==> config.mk <==
export PLATFORM = sky130hd
export DESIGN_NAME = round_timer
export DESIGN_NICKNAME = d
export VERILOG_FILES = /design/src/rtl/timer_pkg.sv /design/src/rtl/tick_prescaler.sv /design/src/rtl/round_timer.sv
export SDC_FILE = /design/constraint.sdc
export NUM_CORES = 1
export LEC_CHECK = 0
export ABC_AREA = 1
export CAP_MARGIN = 10
export CORE_ASPECT_RATIO = 0.9
export CORE_MARGIN = 2
export CORE_UTILIZATION = 40
export DETAILED_ROUTE_END_ITERATION = 12
export GPL_TIMING_DRIVEN = 0
export PLACE_DENSITY = 0.73
export SETUP_SLACK_MARGIN = 0.15
export SKIP_LAST_GASP = 1
export SLEW_MARGIN = 25
export SYNTH_ARGS = -nofsm -noshare
export SYNTH_HDL_FRONTEND = slang
export SYNTH_SLANG_ARGS = --single-unit
==> constraint.sdc <==
create_clock -name CLKT -period 1.5 [get_ports CLKT]
set_input_delay 0.3 -clock CLKT [delete_from_list [all_inputs] [get_ports CLKT]]
set_output_delay 0.3 -clock CLKT [all_outputs]
set_load 0.01 [all_outputs]
**Run 1: clock routing**

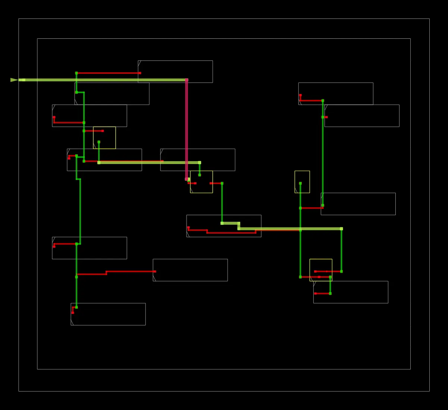
CTS sink count: 13
TritonCTS Buffers: 3
Final Skew: 3.98 ps
clkbuf count: 3

**Run 1: M1 wires**

Cells faint in the background.
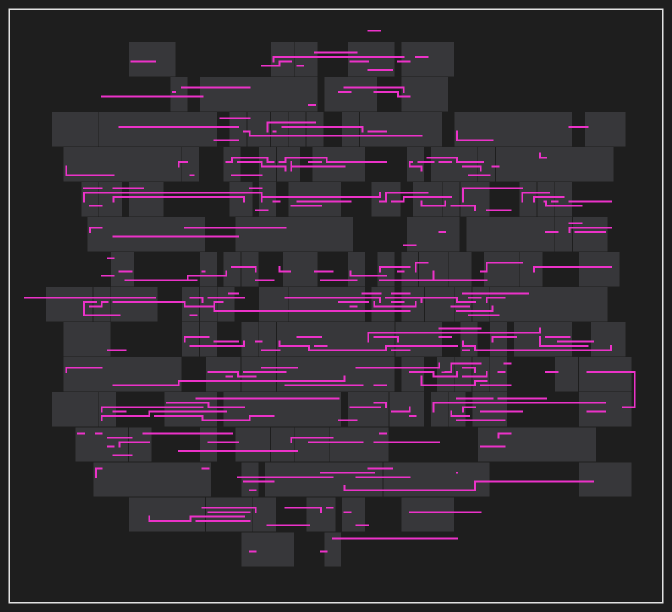
longest straight run: 15.2 µm
share of all routed wire: 47%
nets with wire on the layer: 126
met1 GRT Util: 20.0%
vias: 699
Routed WL: 1590 µm

**Run 1: M2 wires**

Scale bar: 20 µm.
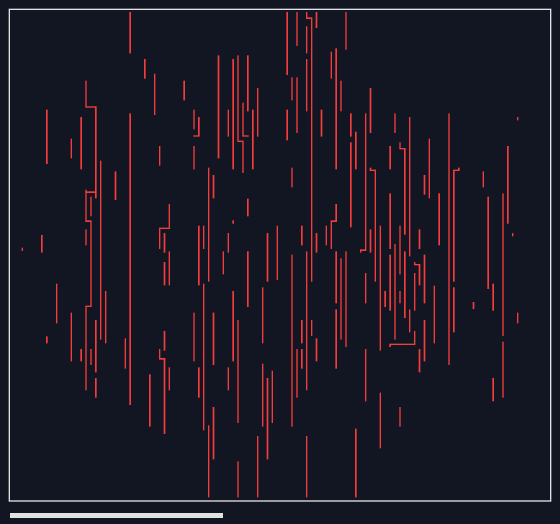
share of all routed wire: 48%
longest straight run: 27.2 µm
wire length on this layer: 759 µm
main direction: vertical
met2 usage: 26.3%

==> summary.txt, run 1 <==
yosys + openroad results -> outcome=complete, but fails checks, failing checks=setup timing, nets=~150, hpwl dp=1160 µm, DR WL/cell=just over 10 µm, Post-CTS Setup Inserts=8, sequential power share=a little over two fifths, Port-buffer cells=20, Cells after DPL=about 140, Hold Buf Count CTS=0, WL met1=~740 µm, crit-path cells=clkinv_2 -> ha_4 -> nand2_2 -> o21a_1 -> xor2_2 -> buf_2, yosys cell count=between 90 and 100, I/O pin count=21, met2 routed WL=758 µm, critical path data arrival time=roughly 1600 ps, Clk pwr share=around a quarter, CP startpoint kind=flop, CTS root buffer=clkbuf_4, Post-Place Setup Slack=-580 ps, Combinational Power Share=a little under a third, most frequent cells in the layout=nand2_1, dfrtp_1, nor2_1, GRT overflow=0, CTS tree=done, post-CTS resize count=between 40 and 50, Crit path max-delay family=flip-flops, Sequential Area=about 330 µm², CP max FO=4, switching share of power=a little under a third, tool warnings=29, initial antenna violation count=0, Mapped Nets=about 110, power per cell area=roughly 750 nW/µm², ys async rst share=100%, Slew HR=roughly two thirds, first-pass GRT wire length=roughly 2600 µm, CP required=about 1200 ps, Post-synth EDFFs=0, setup ws final=-418 ps, critical path depth=6, r2r setup slk=roughly 100 ps, Worst Max-Slew Pin Slew=496 ps, FP Rows=15, vias in the first global route=approximately 630, sw power=271 µW, fmax=521 MHz, Int Pwr=613 µW, DIE HEIGHT=46.0 µm, critical path buffer and inverter count=2, Tcrit/Tclk final=128%, post-synthesis instance total=~94, Seq group=389 µW, Commonest flop=dfrtp_1, Fillers=around 170, Latency at later pin=290 ps, CP Capture Type=output pin, maximum clock path buffer count=2, Max Used Layer=met4, GRT Util Overall=~16%, Commonest Layout Cell=nand2_1, WS Path Type=reg2out, post-route ant nets=0, layout cell share with drive strength beyond 1=a little under two fifths, pin count of the biggest net entering global routing=14, cell area after layout=around 1200 µm², Reg clk slew, reported paths=roughly 90 ps, Clock group=228 µW, H-tree levels=1, number of library cell types mapped by synthesis=22, routability cong.=~0.75, # setup viols final=3, Max power group=sequential cells, worst reg2reg path depth=9, metal3 WL=around 76 µm, Max VDD drop=0.522 mV, Leak Pwr=just under 0.6 nW, Placement Cell Area=between 1000 and 1500 µm²
run 1: through the flow:
| step | util, % | power, mW | setup TNS (ps) | hold slack [ps] |
|---|---|---|---|---|
| 5_1_grt | 62.8 | 0.943 | -1350 | 380 |
| 6_report | 62.8 | 0.884 | -1110 | 325 |
| 3_5_place_dp | 55.7 | 0.630 | -1740 | 507 |
| 3_3_place_gp | 55.7 | 0.624 | -1570 | 498 |
| 2_1_floorplan | - | 0.531 | -88.8 | 177 |
| 4_1_cts | 60.9 | 0.879 | -1230 | 351 |
run 1: cell usage after synthesis, types with 2 or more instances:
cell type  instances  area share [%]
a21oi_1            6             3.8
dfrtp_1           13              42
ha_1               4             6.4
inv_1             13             6.2
inv_2              4             1.9
mux2_1             2             2.9
nand2_1           19             9.1
nand2_2            2             1.6
nand3_1            5             3.2
nor2_1            11             5.3
nor2_2             2             1.6
nor3_1             2             1.3
xor2_1             2             2.2
run 1: cell type report:
cell class	instances	share of cell area, %
clock buffer	3	1.91
inverter	19	6.16
clock inverter	1	0.425
sequential	13	27.6
tap	25	2.65
timing repair buffer	31	23.8
multi-input combinational	62	37.5
run 1: logic make-up (layout without fill, tap and decap cells):
| group | Yosys count | in the layout | share of synthesized area (%) |
|---|---|---|---|
| compound gates | 8 | 8 | 7.19 |
| mux | 2 | 2 | 2.88 |
| xor+xnor | 2 | 2 | 2.24 |
| simple gates | 45 | 45 | 28.0 |
| fa+ha+maj | 5 | 5 | 8.95 |
| buf+inv | 19 | 54 | 9.26 |
| flops | 13 | 13 | 41.5 |
run 1: per-layer routing:
metal,global-route usage [%],up-vias
li1,-,361
met4,6.49,0
met5,0,-
met3,6.91,2
met2,26.3,14
met1,20.0,322
**Run 1: M3 wires**

Scale bar: 20 µm.
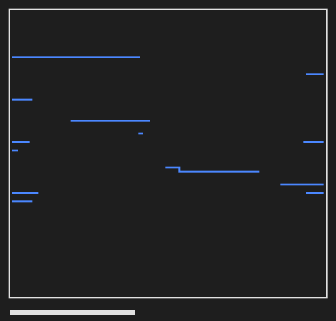

## Run 2: what changed since run 1
Settings changed: SETUP_SLACK_MARGIN 0.15 to 0.3.
Clock period 1.5 ns to 2.13 ns, I/O delays scaled along.
**Run 2: M3 wires**

Scale bar: 20 µm.
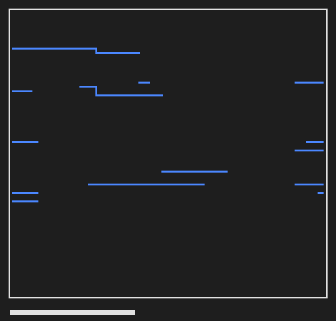
longest straight run: 18.4 µm
main direction: horizontal
Routed WL: 1520 µm
vias: 666
grt met3 use: 7.89%

==> run 2 against run 1 <==
  * The run now ends clean
  * Combinational power is 42% lower
  * Critical endpoint is now REMAIN[1]
  * Register-to-register slack better by 500 ps
  * Cell area is 5.8% lower
  * Wire length is 4.4% lower
  * First-iteration DRC count is 36% lower
  * Setup slack better by 560 ps
  * Critical path depth is 1 lower
  * Via count is 4.7% lower
  * Flip-flop count stayed put
  * Highest routed layer unchanged
  * Core utilization is 3.7 points lower
  * Global-route usage is 0.44 points lower
==> summary.txt, run 2 <==
yosys + openroad results -> initial antenna violation count=0 (unchanged), H-tree levels=1 (unchanged), tool warnings=28 (-3.4%), CP startpoint kind=flop, Int Pwr=411 µW (-33%), WL met1=650 µm (-13%), sequential power share=46.6% (+2.6 points), global route hottest layer=met2, first-pass GRT wire length=2580 µm (-2.3%), met2 routed WL=758 µm (unchanged), Leak Pwr=0.568 nW (-1.8%), Hold Buf Count CTS=0 (unchanged), post-route ant nets=0 (unchanged), Max Used Layer=met4, hpwl dp=1140 µm (-1.7%), maximum clock path buffer count=2 (unchanged), Yosys top cell by instances=nand2_1, WS Path Type=reg2out, Combinational Power Share=26.5% (-3.7 points), Fillers=184 (+11%), GRT overflow=0 (unchanged), Cells after DPL=139 (unchanged), Post-synth top cells=nand2_1, dfrtp_1, inv_1, Worst Max-Slew Pin Slew=500 ps (+4.47 ps), met1 GRT Util=18.1% (-1.9 points), Post-synth EDFFs=0 (unchanged), outcome=finished clean, GRT Util Overall=16.0% (-0.44 points), switching share of power=30.3% (-0.41 points), most frequent cells in the layout=nand2_1, dfrtp_1, clkdlybuf4s50_1, sw power=178 µW (-34%), nets=141 (-2.8%), cell area after layout=1110 µm² (-5.8%), post-synthesis instance total=94 (unchanged), CP max FO=2 (-2), Tcrit/Tclk final=around 93%, area leader, netlist=dfrtp_1, Clk pwr share=26.9% (+1.1 points), pin count of the biggest net entering global routing=14 (unchanged), critical path data arrival time=1560 ps (-60 ps), Slew HR=66.6% (-0.30 points), WHS=467 ps (+141 ps), met2 usage=26.8% (+0.53 points), Commonest flop=dfrtp_1, setup_tns=0 ps (+1110 ps), r2r setup slk=600 ps (+500 ps), worst reg2reg path depth=10 (+1), metal3 WL=96 µm (+26%), DIE HEIGHT=46.0 µm (unchanged), routability cong.=0.759 (+0.69%), CTS tree=done, Post-Place Setup Slack=-121 ps (+459 ps)
**Run 2: clock routing**

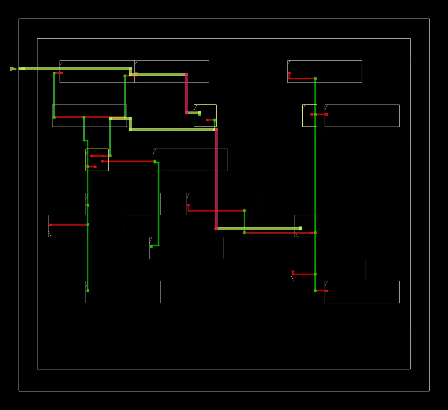
Latency at later pin: 280 ps
Final Skew: 0.529 ps

## run 2: cell types whose count changed in the layout (fill, tap and decap cells not counted), sizes merged
cell and delta:
clkdlybuf4s50 +4, clkdlybuf4s15 -1, buf -8, clkbuf -1, dlymetal6s2s +2
## run 2: cell families (layout without fill, tap and decap cells)
kind of cell / count (synthesis) / count (layout) / synth area share, %
xor+xnor: 2 / 2 / 2.24
buf+inv: 19 / 50 / 9.26
mux: 2 / 2 / 2.88
simple gates: 45 / 45 / 28.0
flops: 13 / 13 / 41.5
compound gates: 8 / 8 / 7.19
fa+ha+maj: 5 / 5 / 8.95
## run 2: cell type report
class                      instances  area, µm²  share of cell area (%)
clock inverter                     1       5.00                   0.451
sequential                        13        325                    29.3
clock buffer                       3       22.5                    2.03
inverter                          19       72.6                    6.54
multi-input combinational         62        407                    36.6
tap                               25       31.3                    2.82
timing repair buffer              27        246                    22.2
## run 2: power groups by stage
stage | registers [mW] | clock network (mW) | logic, mW
2_1_floorplan | 0.276 | 0 | 0.0859
3_3_place_gp | 0.277 | 0 | 0.149
3_5_place_dp | 0.278 | 0 | 0.152
4_1_cts | 0.275 | 0.164 | 0.157
5_1_grt | 0.277 | 0.182 | 0.176
6_report | 0.275 | 0.158 | 0.156
## run 2: worst max-delay path, stage by stage, from the launching register on
cell and delay, ps:
dfrtp_1 380, inv_2 60, ha_2 170, inv_1 50, fa_2 520, buf_6 100
## run 2: timing repair
| action | 4_1_cts | 5_1_grt |
|---|---|---|
| resized | 20 | 2 |
| buffers inserted | 4 | 3 |
| endpoints found under the setup margin | 5 | 5 |
| pin swaps | 1 | 1 |
| hold endpoints to repair | 0 | 0 |
Power and IR drop assume default switching activity.
